File: src/rtl/qsd_pkg.sv
// Shared types and the quadrature step decode for quad_step_decoder.
// Gray-code phase order is 00 -> 01 -> 11 -> 10 -> 00 for forward motion.
package qsd_pkg;

  typedef enum logic [1:0] {
    PH00 = 2'b00,
    PH01 = 2'b01,
    PH11 = 2'b11,
    PH10 = 2'b10
  } phase_t;

  typedef enum logic [1:0] {
    STEP_NONE = 2'd0,
    STEP_UP   = 2'd1,
    STEP_DN   = 2'd2,
    STEP_ERR  = 2'd3
  } step_t;

  function automatic phase_t phase_fwd(input phase_t p);
    phase_t n;
    case (p)
      PH00:    n = PH01;
      PH01:    n = PH11;
      PH11:    n = PH10;
      default: n = PH00;
    endcase
    return n;
  endfunction

  // A change to the forward neighbour is an up step, to the backward
  // neighbour a down step; the only remaining change is a double transition.
  function automatic step_t decode_step(input logic [1:0] prev, input logic [1:0] cur);
    phase_t p;
    phase_t c;
    step_t  s;
    p = phase_t'(prev);
    c = phase_t'(cur);
    if (c == p)                s = STEP_NONE;
    else if (c == phase_fwd(p)) s = STEP_UP;
    else if (p == phase_fwd(c)) s = STEP_DN;
    else                        s = STEP_ERR;
    return s;
  endfunction

endpackage

File: src/rtl/qsd_sync.sv
// Two-flop synchronizer for one asynchronous encoder pin. With
// QSD_GLITCH_FILTER_EN defined, a stability filter of FILT_CYC samples follows.
module qsd_sync #(
  parameter int FILT_CYC = 4
) (
  input  logic clk,
  input  logic rst,
  input  logic d_i,
  output logic q_o
);

  logic s1_q;
  logic s2_q;

  always_ff @(posedge clk or posedge rst) begin
    if (rst) begin
      s1_q <= 1'b0;
      s2_q <= 1'b0;
    end else begin
      s1_q <= d_i;
      s2_q <= s1_q;
    end
  end

`ifdef QSD_GLITCH_FILTER_EN
  localparam int CW = (FILT_CYC > 2) ? $clog2(FILT_CYC) : 1;

  logic [CW-1:0] cnt_q;
  logic [CW-1:0] cnt_d;
  logic          filt_q;
  logic          filt_d;

  // cnt_q counts consecutive samples that disagree with the accepted level;
  // the FILT_CYC-th disagreeing sample flips the level.
  always_comb begin
    cnt_d  = '0;
    filt_d = filt_q;
    if (s2_q != filt_q) begin
      if (cnt_q == CW'(FILT_CYC - 1)) begin
        filt_d = s2_q;
        cnt_d  = '0;
      end else begin
        cnt_d = cnt_q + CW'(1);
      end
    end
  end

  always_ff @(posedge clk or posedge rst) begin
    if (rst) begin
      cnt_q  <= '0;
      filt_q <= 1'b0;
    end else begin
      cnt_q  <= cnt_d;
      filt_q <= filt_d;
    end
  end

  assign q_o = filt_q;
`else
  localparam int unused_filt_cyc = FILT_CYC;

  assign q_o = s2_q;
`endif

endmodule

File: src/rtl/quad_step_decoder.sv
// Quadrature/index front end producing registered up/down/load strobes for a
// counter. Optional glitch filter: define QSD_GLITCH_FILTER_EN.
module quad_step_decoder
  import qsd_pkg::*;
#(
  parameter int W        = 8,
  parameter int FILT_CYC = 4
) (
  input  logic         clk,
  input  logic         rst,
  input  logic         a_in,
  input  logic         b_in,
  input  logic         idx_in,
  input  logic         en,
  input  logic         idx_en,
  input  logic [W-1:0] preset_val,
  input  logic         err_clr,
  output logic         up,
  output logic         down,
  output logic         load,
  output logic [W-1:0] data,
  output logic         err
);

  logic a_s;
  logic b_s;
  logic i_s;

  qsd_sync #(.FILT_CYC(FILT_CYC)) u_sync_a (.clk(clk), .rst(rst), .d_i(a_in),   .q_o(a_s));
  qsd_sync #(.FILT_CYC(FILT_CYC)) u_sync_b (.clk(clk), .rst(rst), .d_i(b_in),   .q_o(b_s));
  qsd_sync #(.FILT_CYC(FILT_CYC)) u_sync_i (.clk(clk), .rst(rst), .d_i(idx_in), .q_o(i_s));

  logic [1:0]   prev_ab_q, prev_ab_d;
  logic         idx_prev_q, idx_prev_d;
  logic         primed_q, primed_d;
  logic         up_q, up_d;
  logic         down_q, down_d;
  logic         load_q, load_d;
  logic [W-1:0] data_q, data_d;
  logic         err_q, err_d;
  step_t        step;

  // prev_ab and idx_prev track every cycle regardless of en, so re-enabling
  // never yields a stale step. The first edge after reset only captures levels.
  always_comb begin
    step       = decode_step(prev_ab_q, {a_s, b_s});
    prev_ab_d  = {a_s, b_s};
    idx_prev_d = i_s;
    primed_d   = 1'b1;
    load_d     = primed_q && idx_en && i_s && !idx_prev_q;
    up_d       = primed_q && en && !load_d && (step == STEP_UP);
    down_d     = primed_q && en && !load_d && (step == STEP_DN);
    data_d     = load_d ? preset_val : data_q;
    err_d      = err_q;
    if (err_clr) begin
      err_d = 1'b0;
    end
    if (primed_q && (step == STEP_ERR)) begin
      err_d = 1'b1;
    end
  end

  always_ff @(posedge clk or posedge rst) begin
    if (rst) begin
      prev_ab_q  <= 2'b00;
      idx_prev_q <= 1'b0;
      primed_q   <= 1'b0;
      up_q       <= 1'b0;
      down_q     <= 1'b0;
      load_q     <= 1'b0;
      data_q     <= '0;
      err_q      <= 1'b0;
    end else begin
      prev_ab_q  <= prev_ab_d;
      idx_prev_q <= idx_prev_d;
      primed_q   <= primed_d;
      up_q       <= up_d;
      down_q     <= down_d;
      load_q     <= load_d;
      data_q     <= data_d;
      err_q      <= err_d;
    end
  end

  assign up   = up_q;
  assign down = down_q;
  assign load = load_q;
  assign data = data_q;
  assign err  = err_q;

endmodule

File: config.mk
export PLATFORM = sky130hd
export DESIGN_NAME = quad_step_decoder
export DESIGN_NICKNAME = d
export VERILOG_FILES = /design/src/rtl/qsd_pkg.sv /design/src/rtl/qsd_sync.sv /design/src/rtl/quad_step_decoder.sv
export SDC_FILE = /design/constraint.sdc
export NUM_CORES = 1
export LEC_CHECK = 0
export CAP_MARGIN = 10
export CORE_MARGIN = 2
export CORE_UTILIZATION = 45
export CTS_BUF_LIST = sky130_fd_sc_hd__clkbuf_2
export CTS_CLUSTER_SIZE = 28
export DETAILED_ROUTE_END_ITERATION = 12
export GPL_ROUTABILITY_DRIVEN = 0
export PLACE_DENSITY = 0.8
export REMOVE_ABC_BUFFERS = 1
export SLEW_MARGIN = 25
export SYNTH_ARGS = -nofsm -noshare
export SYNTH_HDL_FRONTEND = slang
export SYNTH_SLANG_ARGS = --single-unit
File: constraint.sdc
create_clock -name clk -period 2.5 [get_ports clk]
set_clock_uncertainty 0.15 [all_clocks]
set_input_delay 0.75 -clock clk [delete_from_list [all_inputs] [get_ports clk]]
set_output_delay 0.75 -clock clk [all_outputs]
set_load 0.05 [all_outputs]
Fig. 1: selected gate families
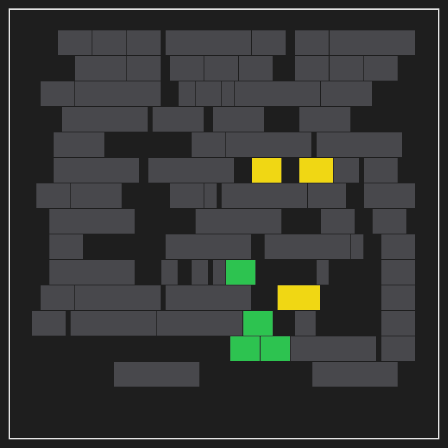
- yellow: AND and OR gates (cells 3)
- green: XOR/XNOR gates (cells 4; most used xor2_1; where bottom middle)

Fig. 2: placed cells, one color a class
The bar under the picture is 10 um long.
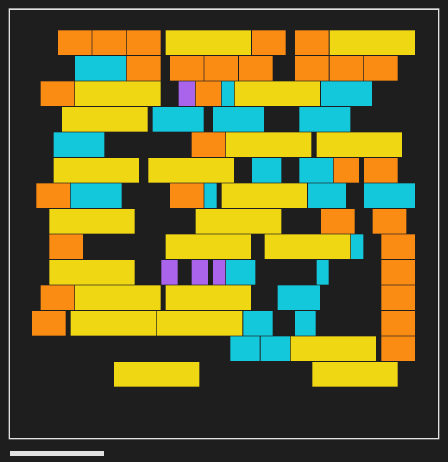
- purple: clock drivers and dummy loads (cells 4; share of their area 1.7%)
- orange: other buffers and delay cells (cells 29; share of their area 27%)
- yellow: flip-flops (cells 22; share of their area 51%)
- cyan: all other logic (cells 21; share of their area 20%)
flop share of the area: 0.503
fin area: 0.00109 mm2
end-of-flow core utilization: 0.655

==> results.sh <==
# yosys + openroad results
export IMPL_worst_path_buf_inv=1
export IMPL_rr_endpoint="data[4]"
export IMPL_ys_sh_xor=0.0449
export IMPL_totalNegativeSetupSlack_ns=0
export IMPL_use_met3=0.0278
export IMPL_clk_share=0.0171
export IMPL_mux_share=0.154
export IMPL_antenna_found_initial=0
export IMPL_pg_comb_mw=0.270
export IMPL_cp_cell_sequence="clkdlybuf4s50_1"
export IMPL_comb_area_frac=0.193
export IMPL_startpoint="data[2]"
export IMPL_final_layout_top_logic_cell="clkdlybuf4s50_1"
export IMPL_worst_path_max_delay_cell="clkdlybuf4s50_1"
export IMPL_r2r_start="idx_prev_q"
export IMPL_met2WireLength_um=654
export IMPL_whs_path_depth=0
export IMPL_arrival_ns=1.51
export IMPL_period_used=0.964
export IMPL_ys_sh_simple=0.0529
export IMPL_yosys_top_cells_count="dfrtp_1 (22), mux2_4 (8), xor2_1 (3)"
export IMPL_hold_violations=0
export IMPL_wl_per_cell_um=13.5
export IMPL_setup_viol=0
export IMPL_internal_power_mw=0.549
export IMPL_die_area_mm2=0.00208
export IMPL_drv_slew=0
export IMPL_drv_cap=0
export IMPL_n_clock_buffer=3
export IMPL_layout_top_cells="clkdlybuf4s50_1 (27), dfrtp_1 (22), mux2_4 (8)"
export IMPL_largestClassByArea="registers"
export IMPL_chipWidth_um=45.7
export IMPL_grt_overflow_total=0
export IMPL_wirelength_um=1260
export IMPL_worstHoldStart="u_sync_a.s1_q"
export IMPL_p_sw_mw=0.272
export IMPL_min_period_ns=2.41
export IMPL_cts_resized=0
export IMPL_cts_buffer_depth=2
export IMPL_track_usage=0.142
export IMPL_routed_top_layer="met4"
export IMPL_setup_slack_ns=0.0890
export IMPL_die_y_um=45.7
export IMPL_postCtsHoldBufs=0
export IMPL_fp_util=0.467
export IMPL_met1_usage=0.160
export IMPL_reg2reg_slack_ns=1.10
export IMPL_n_all_buffers=29
export IMPL_ff_type="dfrtp_1"
export IMPL_cts_tree="yes"
export IMPL_firstDrtPassIters=4
export IMPL_nonClkBufAreaFrac=0.261
export IMPL_cts_setup_buffers=0
export IMPL_rr_worst_depth=3
export IMPL_vias=452
export IMPL_top_area_cell="dfrtp_1"
export IMPL_ys_seq_elements=22
export IMPL_ys_cells=44
export IMPL_cts_root_buf="clkbuf_2"
export IMPL_port_buffer_count=27
export IMPL_taps=17
export IMPL_p_sw_frac=0.331
export IMPL_powerDensity_mw_per_mm2=750
export IMPL_cp_depth=1
export IMPL_grt_pass1_vias=485
export IMPL_ios=28
export IMPL_wl_met3_um=65
export IMPL_logic_area_um2=211
export IMPL_row_count=15
export IMPL_final_nets=93
export IMPL_n_fill_cell=122
export IMPL_required_ns=1.60
export IMPL_ys_area_um2=781
export IMPL_ys_async_sr_fraction=1.00
export IMPL_vdd_drop_max_uv=510
export IMPL_comb_cells=19
export IMPL_p_clk_mw=0.133
export IMPL_pwr_share_seq=0.509
export IMPL_critPathMaxFanout=2
export IMPL_antenna_left=0
export IMPL_vias_per_cell=4.86
export IMPL_clk_latency_ns=0.31
export IMPL_dp_hpwl_um=943
export IMPL_tool_warnings=25
export IMPL_yosys_stat_seqShare=0.705
export IMPL_edf_count=0
export IMPL_clockPowerShare=0.162
export IMPL_min_to="u_sync_a.q_o"
export IMPL_top_cells_by_area="dfrtp_1 (71%), mux2_4 (15%), xor2_1 (3.4%), and4bb_1 (1.6%), a32o_2 (1.4%)"
export IMPL_endpoint_kind="primary output"
export IMPL_largest_reg_flops=8
export IMPL_final_cells=93
export IMPL_yosys_warnings=0
export IMPL_n_all_inverters=2
export IMPL_numPlacedInstances=89
export IMPL_combPwrFrac=0.329
export IMPL_status="complete, no violations"
export IMPL_ys_sh_adder=0
export IMPL_grt_max_degree=23
export IMPL_cp_slowest_stage_delay_ns=0.80
export IMPL_ys_types=13
export IMPL_placed_area_mm2=0.00108
export IMPL_endpoint="data[2]"
export IMPL_grt_pass1_wl_um=1990
export IMPL_cts_sinks=22
export IMPL_syn_area_um2=781
export IMPL_rsz0062_at_grt="false"
export IMPL_post_place_ws_ns=0.302
export IMPL_fin_hold_ws_ns=0.233
export IMPL_numCtsBuffers=3
export IMPL_post_synth_ao_oa_area_fraction=0.0144
export IMPL_design_power_total_mw=0.821
export IMPL_busiest_layer="met2"
export IMPL_clkTransAtPathRegs_ns=0.19
export IMPL_drive_gt1_frac=0.184
export IMPL_start_kind="flop"
export IMPL_min_path_type="flop to flop"
export IMPL_syn_to_final_growth_pct=40.2
export IMPL_synth_most_common_cell="dfrtp_1"
export IMPL_globalRouteMet2Util=0.237
export IMPL_max_freq_mhz=415
export IMPL_criticalPathCategory="flop to primary output"
export IMPL_flop_count=22
export IMPL_top_area_frac=0.705
export IMPL_leakage_nw=0.508
export IMPL_diodes=0
export IMPL_wl_met1_um=518
export IMPL_avgSynthCellArea_um2=17.7
export IMPL_drc=0
Fig. 3: sequential cells grouped by signal name
The bar under the picture is 10 um long.
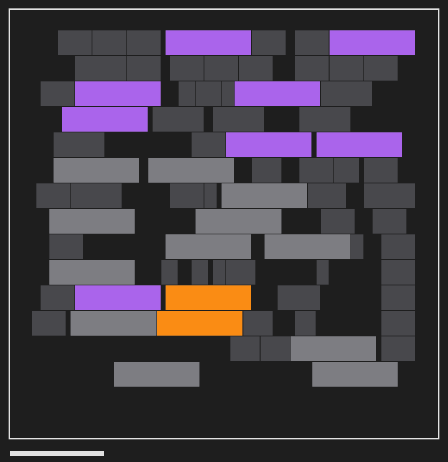
- purple: data (flops 8)
- orange: prev_ab_q (flops 2)
- not colored: 12
register area: 551 um2
power attributed to sequential cells: 0.418 mW

Power is estimated from default activity; no workload was simulated.
